### A small window of the routed layout, run 1

Window x 3 to 53, y 59 to 109 um. Cells in gray, sequential cells in the stronger gray; small squares are vias.
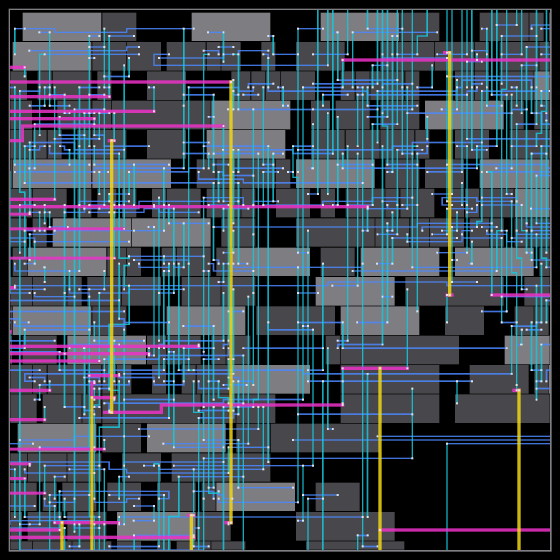
### Supply network, run 1

Pins as bars on the die edge.
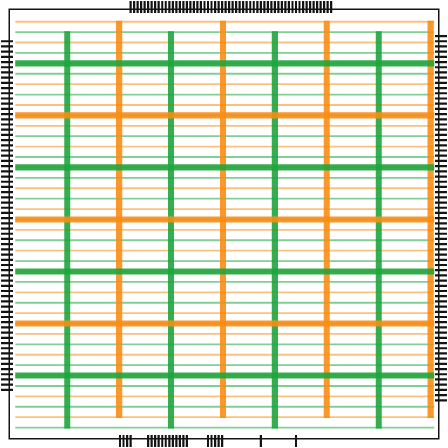
### Selected gate families, run 1

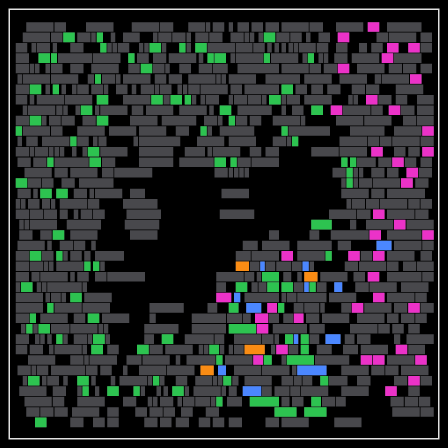
--- config.mk ---
export PLATFORM = sky130hd
export DESIGN_NAME = apb4_master_bridge
export DESIGN_NICKNAME = d
export VERILOG_FILES = /design/src/rtl/apb4_master_bridge.sv
export SDC_FILE = /design/constraint.sdc
export NUM_CORES = 1
export LEC_CHECK = 0
export CAP_MARGIN = 5
export CORE_UTILIZATION = 36
export DETAILED_ROUTE_END_ITERATION = 6
export PLACE_DENSITY = 0.87
export SYNTH_ARGS = -nofsm -noshare
export SYNTH_HDL_FRONTEND = slang
export SYNTH_SLANG_ARGS = --single-unit
--- constraint.sdc ---
create_clock -name clk_i -period 1.4 [get_ports clk_i]
set_clock_uncertainty 0.05 [all_clocks]
set_input_delay 0.14 -clock clk_i [delete_from_list [all_inputs] [get_ports clk_i]]
set_output_delay 0.14 -clock clk_i [all_outputs]
set_load 0.01 [all_outputs]
--- src/rtl/apb4_master_bridge.sv ---
// Single-outstanding APB4 requester: a valid/ready request becomes one SETUP/ACCESS
// transfer, and the completer's answer (or a timeout) is returned on a valid/ready response.
module apb4_master_bridge #(
    parameter int ADDR_WIDTH = 32,
    parameter int DATA_WIDTH = 32,   // pstrb is fixed at 4 bits, so this must stay 32
    parameter int TIMEOUT    = 256   // 0 lets ACCESS wait forever
) (
    input  logic                  clk_i,
    input  logic                  rst_i,
    input  logic                  req_valid_i,
    output logic                  req_ready_o,
    input  logic [ADDR_WIDTH-1:0] req_addr_i,
    input  logic                  req_write_i,
    input  logic [DATA_WIDTH-1:0] req_wdata_i,
    input  logic [3:0]            req_strb_i,
    input  logic [2:0]            req_prot_i,
    output logic                  rsp_valid_o,
    input  logic                  rsp_ready_i,
    output logic [DATA_WIDTH-1:0] rsp_rdata_o,
    output logic                  rsp_err_o,
    output logic                  rsp_timeout_o,
    output logic [ADDR_WIDTH-1:0] paddr_o,
    output logic [2:0]            pprot_o,
    output logic                  psel_o,
    output logic                  penable_o,
    output logic                  pwrite_o,
    output logic [DATA_WIDTH-1:0] pwdata_o,
    output logic [3:0]            pstrb_o,
    input  logic [DATA_WIDTH-1:0] prdata_i,
    input  logic                  pready_i,
    input  logic                  pslverr_i
);
    localparam int CW = (TIMEOUT > 1) ? $clog2(TIMEOUT) : 1;

    typedef enum logic [1:0] {IDLE, SETUP, ACCESS, RESP} state_t;

    state_t        state;
    logic [CW-1:0] to_cnt;
    logic          timeout_hit;

    assign req_ready_o = (state == IDLE);

    // Counter holds the number of ACCESS cycles already spent without pready.
    assign timeout_hit = (TIMEOUT != 0) && !pready_i && (to_cnt == CW'(TIMEOUT - 1));

    always_ff @(posedge clk_i) begin
        if (rst_i) begin
            state         <= IDLE;
            to_cnt        <= '0;
            psel_o        <= 1'b0;
            penable_o     <= 1'b0;
            pwrite_o      <= 1'b0;
            paddr_o       <= '0;
            pwdata_o      <= '0;
            pstrb_o       <= 4'b0000;
            pprot_o       <= 3'b000;
            rsp_valid_o   <= 1'b0;
            rsp_err_o     <= 1'b0;
            rsp_timeout_o <= 1'b0;
            rsp_rdata_o   <= '0;
        end else begin
            case (state)
                IDLE: begin
                    if (req_valid_i) begin
                        paddr_o  <= req_addr_i;
                        pwrite_o <= req_write_i;
                        pwdata_o <= req_wdata_i;
                        pprot_o  <= req_prot_i;
                        pstrb_o  <= req_write_i ? req_strb_i : 4'b0000;
                        psel_o   <= 1'b1;
                        to_cnt   <= '0;
                        state    <= SETUP;
                    end
                end
                SETUP: begin
                    penable_o <= 1'b1;
                    state     <= ACCESS;
                end
                ACCESS: begin
                    if (pready_i) begin
                        psel_o        <= 1'b0;
                        penable_o     <= 1'b0;
                        rsp_valid_o   <= 1'b1;
                        rsp_err_o     <= pslverr_i;
                        rsp_timeout_o <= 1'b0;
                        rsp_rdata_o   <= (!pwrite_o && !pslverr_i) ? prdata_i : '0;
                        state         <= RESP;
                    end else if (timeout_hit) begin
                        psel_o        <= 1'b0;
                        penable_o     <= 1'b0;
                        rsp_valid_o   <= 1'b1;
                        rsp_err_o     <= 1'b1;
                        rsp_timeout_o <= 1'b1;
                        rsp_rdata_o   <= '0;
                        state         <= RESP;
                    end else begin
                        to_cnt <= to_cnt + CW'(1);
                    end
                end
                RESP: begin
                    if (rsp_ready_i) begin
                        rsp_valid_o <= 1'b0;
                        state       <= IDLE;
                    end
                end
                default: state <= IDLE;
            endcase
        end
    end
endmodule

==> flow_metrics.tcl, run 1 <==
# implementation run metrics
set metrics [dict create \
    via_count_of_the_first_global_routing_pass 4611 \
    synth.top_cells.by_area "sky130_fd_sc_hd__dfxtp_1, sky130_fd_sc_hd__nand2_1, sky130_fd_sc_hd__a21oi_1" \
    final_hold_viol_count 0 \
    layout-drive-gt1-share 0.221 \
    final-setup-viol-count 119 \
    antenna_found_initial 0 \
    setup.worst_path.class "reg -> reg" \
    clk_root_buffer_cell "sky130_fd_sc_hd__clkbuf_16" \
    critical_path.reg2reg.startpoint "state[0]" \
    routed_wl_um 17700 \
    rsz0062_at_grt "yes" \
    worstSetupStartpointType "register" \
    comb.multi_input.count 326 \
    total_power_mw 13.5 \
    ctsHoldBuffers 0 \
    r2r.worst_path.cells 8 \
    power.sequential.fraction 0.307 \
    htree_num_levels 4 \
    gate_area_mm2 0.00208 \
    drcViolationCount 18 \
    number_of_inverters_outside_the_clock_class_in_the_layout 8 \
    worst_pin_slew_ps 728 \
    cp.required_ps 1660 \
    slew_headroom 0.515 \
    total_leakage_power_nw 3.74 \
    syn-instance-count 485 \
    detail-route-antenna-nets 0 \
    whs_ps 31.6 \
    wire_length_per_cell_after_detailed_routing_um 19.6 \
    place_congestion 0.858 \
    standard_cell_area_after_detailed_placement_mm2 0.00682 \
    dominantRegCellSynth "sky130_fd_sc_hd__dfxtp_1" \
    overflow_left_after_global_routing 0 \
    fp-utilization 0.374 \
    postLayoutCoreUtil 0.705 \
    status "finished with violations" \
    yosysTopAreaCellShare 0.548 \
    area_dominant_class "buffers" \
    layout.area.seq_mm2 0.00239 \
    synth-seq-area-share 0.548 \
    power_clock_mw 4.36 \
    finalClockPeriodUsage 1.17 \
    top_level_ports 220 \
    enable_flop_cells 0 \
    postSynthNetCount 599 \
    seqAreaFraction 0.291 \
    worst_hold_endpoint "rsp_err_o" \
    setup.reg_to_reg.worst_slack_ps -240 \
    n_antenna_cell 0 \
    tritoncts "yes" \
    worst_setup_ep_type "register" \
    clock_power_share 0.324 \
    yosys_area_mm2 0.00435 \
    tritoncts_num_sinks 119 \
    registers_with_the_most_flip_flops "paddr_o: 32 flops, pwdata_o: 32 flops, rsp_rdata_o: 32 flops" \
    netlist_area_before_placement_mm2 0.00435 \
    area_share_clock_buf_inv 0.0712 \
    pwr-share-comb 0.370 \
    switching_share 0.314 \
    final_critical_path_setup_slack_ps -235 \
    chip_area_mm2 0.0125 \
    final_design_area_no_fill_mm2 0.00819 \
    rows 39 \
    dp_hpwl_um 9690 \
    top_signal_layer_used "met4" \
    critical_path.max_stage_delay_ps 330 \
    areaGrowthSynthToFinish_pct 88.5 \
    cts-buffers-inserted 17 \
    log.warning_count 31 \
    clkbuf_count 19 \
    violations_in_the_final_reports "design-rule violations, negative setup slack" \
    max_freq_mhz 612 \
    seq_cell_power_mw 4.13 \
    r2r_end "to_cnt[0]" \
    netlist_top_cells_count "sky130_fd_sc_hd__nand2_1, sky130_fd_sc_hd__dfxtp_1, sky130_fd_sc_hd__a21oi_1, sky130_fd_sc_hd__a22o_1, sky130_fd_sc_hd__buf_2" \
    vias 4799 \
    buf_share 0.358 \
    ys.warnings.count 0 \
    internal_power_mw 9.25 \
    crit_path_max_fanout 4 \
    synth_async_sr_flop_share 0 \
]
-- 'A small window of the routed layout' (at the start) --
layer	color
M3	magenta
M1	blue
M2	cyan
M4	yellow
sequential cells in the window	28
most frequent	nand2_1 (50), clkdlybuf4s50_1 (30), dfxtp_1 (28)
cells with their middle in the window	182
netlist names of flops here include	pwdata_o (22), paddr_o (3), pstrb_o (3)

-- 'Supply network' (at the start) --
net	color
VDD	orange
VSS	green
rows	39
met1 rails	40
met4 straps	8
die height: 112 um
CORE AREA: 0.0116 mm2
horizontal die dimension: 112 um
Max rail drop VDD: 1.09 mV

-- 'Selected gate families' (at the start) --
family	color	cells
aoi and oai cells	green	96
nor cells	blue	12
non-inverting ao/oa cells	magenta	40
mux cells	orange	4
final std cells w/o fill: 902
fraction of standard cell area in multi-input logic: 0.254
dominant logic cell type in the layout: sky130_fd_sc_hd__nand2_1

run 1: cell usage in the layout (no fill, tap or decap), types with 4 or more instances in the layout:
cell,netlist,layout
sky130_fd_sc_hd__a22o_1,33,33
sky130_fd_sc_hd__a31oi_1,7,6
sky130_fd_sc_hd__buf_6,6,11
sky130_fd_sc_hd__dfxtp_1,119,116
sky130_fd_sc_hd__a21oi_2,0,40
sky130_fd_sc_hd__buf_12,0,9
sky130_fd_sc_hd__buf_16,0,4
sky130_fd_sc_hd__clkbuf_16,0,27
sky130_fd_sc_hd__clkinv_2,0,5
sky130_fd_sc_hd__nand3_1,7,4
sky130_fd_sc_hd__nand2_2,0,5
sky130_fd_sc_hd__dlygate4sd2_1,0,100
sky130_fd_sc_hd__nand2_1,150,144
sky130_fd_sc_hd__inv_1,6,5
sky130_fd_sc_hd__clkdlybuf4s50_1,0,108
sky130_fd_sc_hd__dlymetal6s2s_1,0,9
sky130_fd_sc_hd__a21oi_1,75,35
sky130_fd_sc_hd__buf_4,1,24
run 1: kinds of logic after synthesis:
kind of cell | count (synthesis) | synth area share
and+or+nand+nor | 181 | 0.177
buffers and inverters | 42 | 0.0504
adders and majority gates | 4 | 0.0115
muxes | 4 | 0.00950
DFF | 119 | 0.548
AOI/OAI and AO/OA | 135 | 0.204
run 1: routing by layer:
layer  up-vias  track usage
li1       2200            -
met1      2280        0.231
met2       258        0.439
met3        61       0.0860
met4         0        0.135
met5         -            0
run 1: through the flow:
step / worst slack [ps] / setup TNS [ps]
after floorplan: -102 / -3420
after global placement: -263 / -17420
after detailed placement: -392 / -24260
after CTS: -215 / -16760
after global routing: -292 / -22190
final: -235 / -16650
### The clock network, run 1

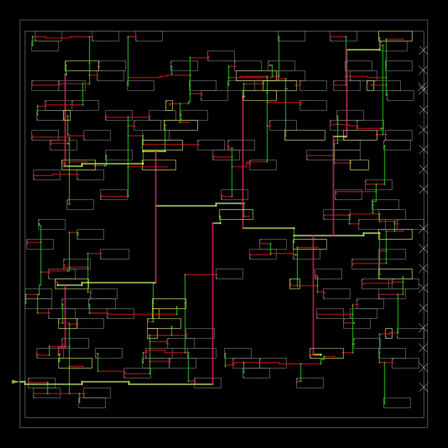

==> inputs of run 2 (changes only) <==
--- a/config.mk
+++ b/config.mk
@@ -8,6 +8,7 @@
 export CAP_MARGIN = 5
 export CORE_UTILIZATION = 36
 export DETAILED_ROUTE_END_ITERATION = 6
+export HOLD_SLACK_MARGIN = 0.06
 export PLACE_DENSITY = 0.87
 export SYNTH_ARGS = -nofsm -noshare
 export SYNTH_HDL_FRONTEND = slang
### The clock network, run 2

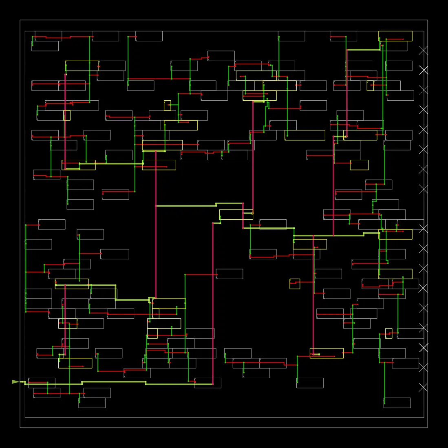
Power Clock: 4.36 mW
Clock Latency Late Sink: 420 ps
Clock buffer cells: 19

### Selected gate families, run 2

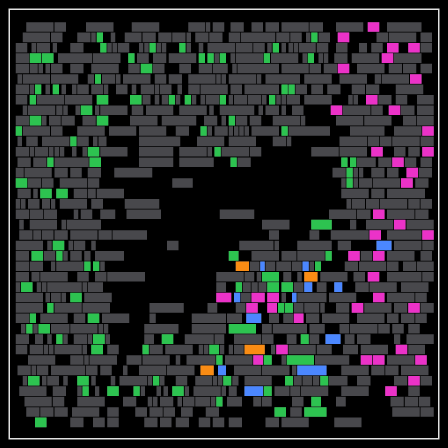
fraction of standard cell area in multi-input logic: 0.250
final std cells w/o fill: 904

==> flow_metrics.tcl, run 2 <==
# implementation run metrics
set metrics [dict create \
    final_design_area_no_fill_mm2 0.00812 \
    path_type_of_the_worst_min_delay_path "in -> reg" \
    max_freq_mhz 611 \
    cp.required_ps 1660 \
    final_layout_top_logic_cell "sky130_fd_sc_hd__nand2_1" \
    timing.critical_path.mode_cell "sky130_fd_sc_hd__inv_2" \
    die_height_um 112 \
    layout-drive-gt1-share 0.210 \
    wire_length_per_cell_after_detailed_routing_um 19.3 \
    ys_cells 485 \
    drt-initial-drc-count 245 \
    critPathCapture "to_cnt[0]" \
    global_route_wire_length_before_repair_um 23100 \
    timing_max_transition_violations_final 0 \
    horizontal_die_dimension_um 112 \
    total_leakage_power_nw 3.74 \
    number_of_fillers_in_the_final_layout 839 \
    standard_cell_area_after_detailed_placement_mm2 0.00682 \
    status "finished with violations" \
    tritoncts_num_sinks 119 \
    layout.area.seq_mm2 0.00239 \
    setup.worst_path.class "reg -> reg" \
    yosysUniqueCellTypes 46 \
    final_critical_path_setup_slack_ps -236 \
    setup.reg_to_reg.worst_slack_ps -240 \
    chip_area_mm2 0.0125 \
    pin_count_of_the_biggest_net_entering_global_routing 69 \
    netlist_top_cells_count "sky130_fd_sc_hd__nand2_1, sky130_fd_sc_hd__dfxtp_1, sky130_fd_sc_hd__a21oi_1, sky130_fd_sc_hd__a22o_1, sky130_fd_sc_hd__buf_2" \
    clk_transition_reported_paths_ps 50 \
    post-route-min-period_ps 1640 \
    synth_async_sr_flop_share 0 \
    rows 39 \
    critical_path.reg2reg.startpoint "state[0]" \
    clk_root_buffer_cell "sky130_fd_sc_hd__clkbuf_16" \
    timing.critical_path.max_delay_family "buffers and inverters" \
    log.warning_count 31 \
    synth_flops 119 \
    critical_path.startpoint "state[0]" \
    r2r_end "to_cnt[0]" \
    via_count_of_the_first_global_routing_pass 4632 \
    power.density_mw_per_mm2 1650 \
    grt_use_total 0.240 \
    slew_headroom 0.564 \
    fin_setup_tns_ps -15340 \
    maxCapViolations 0 \
    worstSetupStartpointType "register" \
    total_power_mw 13.4 \
    post-synth-top-count-cell "sky130_fd_sc_hd__nand2_1" \
    yosysTopAreaCellShare 0.548 \
    synth.top_cells.by_area "sky130_fd_sc_hd__dfxtp_1, sky130_fd_sc_hd__nand2_1, sky130_fd_sc_hd__a21oi_1" \
    critical_path.max_stage_delay_ps 330 \
    postSynthNetCount 599 \
    ys.warnings.count 0 \
    postLayoutCoreUtil 0.699 \
    dp_hpwl_um 9690 \
    dominantRegCellSynth "sky130_fd_sc_hd__dfxtp_1" \
    post-place-ws_ps -392 \
    top_level_ports 220 \
    finalClockPeriodUsage 1.17 \
    gate_area_mm2 0.00203 \
    port_buffers 219 \
    critical_path_arrival_ps 1900 \
    timing.critical_path.slowest_stage_cell "sky130_fd_sc_hd__dfxtp_2" \
    antenna_found_initial 0 \
    syn-instance-count 485 \
    design.final.nets 865 \
    critical_path.cell_chain "inv_2 -> ha_4 -> buf_12 -> inv_2 -> o22ai_4 -> buf_6 -> o21a_1 -> mux2_4" \
    overflow_left_after_global_routing 0 \
    core_area_mm2 0.0116 \
    areaGrowthSynthToFinish_pct 86.9 \
    r2r.worst_path.cells 8 \
    detail-route-antenna-nets 0 \
    yosys_area_mm2 0.00435 \
    whs_ps 213 \
    synth-seq-area-share 0.548 \
    final-setup-viol-count 119 \
    final_hold_viol_count 0 \
    lay_top_cells "sky130_fd_sc_hd__nand2_1, sky130_fd_sc_hd__dfxtp_1, sky130_fd_sc_hd__clkdlybuf4s50_1" \
    vias 4735 \
    synth_top_cell_by_area "sky130_fd_sc_hd__dfxtp_1" \
    crit_path_max_fanout 4 \
    netlist_area_before_placement_mm2 0.00435 \
    detail_route.first_pass.iterations 7 \
    rsz0062_at_grt "yes" \
    routed_wl_um 17500 \
    n_antenna_cell 0 \
    tritoncts "yes" \
    violations_in_the_final_reports "design-rule violations, negative setup slack" \
    registers_with_the_most_flip_flops "paddr_o: 32 flops, pwdata_o: 32 flops, rsp_rdata_o: 32 flops" \
    dp_cells 841 \
    crit_buf_inv 4 \
    route.detailed.vias_per_inst 5.24 \
    enable_flop_cells 0 \
    clock_path_buffers 2 \
    worst_pin_slew_ps 654 \
    place_congestion 0.858 \
    htree_num_levels 4 \
    fp-utilization 0.374 \
    syn-mean-instance-area_um2 8.96 \
    drcViolationCount 19 \
    crit_cells 8 \
    cts-buffers-inserted 17 \
    worst_setup_ep_type "register" \
]
### Supply network, run 2

Pins as bars on the die edge.
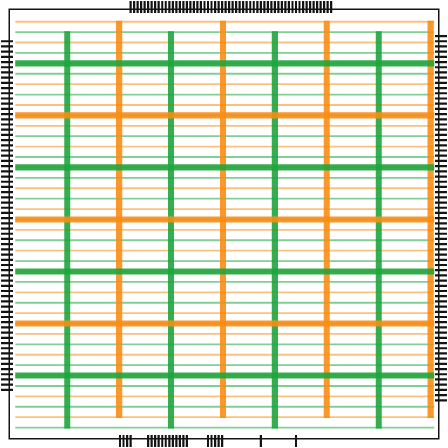
Max rail drop VDD: 1.12 mV

-- run 2: cell counts after synthesis --
No cell type changed its count.
-- run 2: how the worst min path moves through the flow --
stage                                from       endpoint  cells after the start
final                     req_wdata_i[15]   pwdata_o[15]                      3
after global routing       req_addr_i[28]    paddr_o[28]                      3
after CTS                  req_wdata_i[8]    pwdata_o[8]                      3
after detailed placement     pwdata_o[14]   pwdata_o[14]                      2
after global placement         pstrb_o[2]     pstrb_o[2]                      2
after floorplan                  pready_i  rsp_timeout_o                      1
-- run 2: report_power, final --
| group | total [mW] | switching, mW | internal [mW] | leakage [nW] |
|---|---|---|---|---|
| clock network | 4.36 | 1.53 | 2.84 | 0.286 |
| logic | 4.91 | 2.40 | 2.51 | 2.48 |
| registers | 4.13 | 0.264 | 3.87 | 0.972 |
| total | 13.4 | 4.19 | 9.21 | 3.74 |
-- run 2: cells by family after synthesis --
logic type	Yosys count	synth area share
compound gates	135	0.204
fa+ha+maj	4	0.0115
flops	119	0.548
buf+inv	42	0.0504
simple gates	181	0.177
mux	4	0.00950
-- run 2: what timing repair did --
item,in CTS,in global routing
pin swaps,14,12
resized,119,73
setup buffers,7,7
endpoints found under the setup margin,227,128
hold buffers,1,0
cloned,4,15
hold endpoints to repair,2,0
-- run 2: cell type report --
| type | count | area share |
|---|---|---|
| timing repair buffer | 278 | 0.359 |
| sequential | 119 | 0.294 |
| multi-input combinational | 327 | 0.250 |
| clock buffer | 19 | 0.0558 |
| tap | 143 | 0.0220 |
| clock inverter | 10 | 0.0160 |
| inverter | 8 | 0.00370 |
-- run 2: per-layer routing --
metal,GRT usage,part of all wire,vias to the layer above
li1,-,-,2207
met1,0.231,0.36,2269
met2,0.440,0.53,215
met3,0.0860,0.079,44
met4,0.138,0.032,0
met5,0,0,-
No activity file was given, so power comes from the tool's default toggle rates.
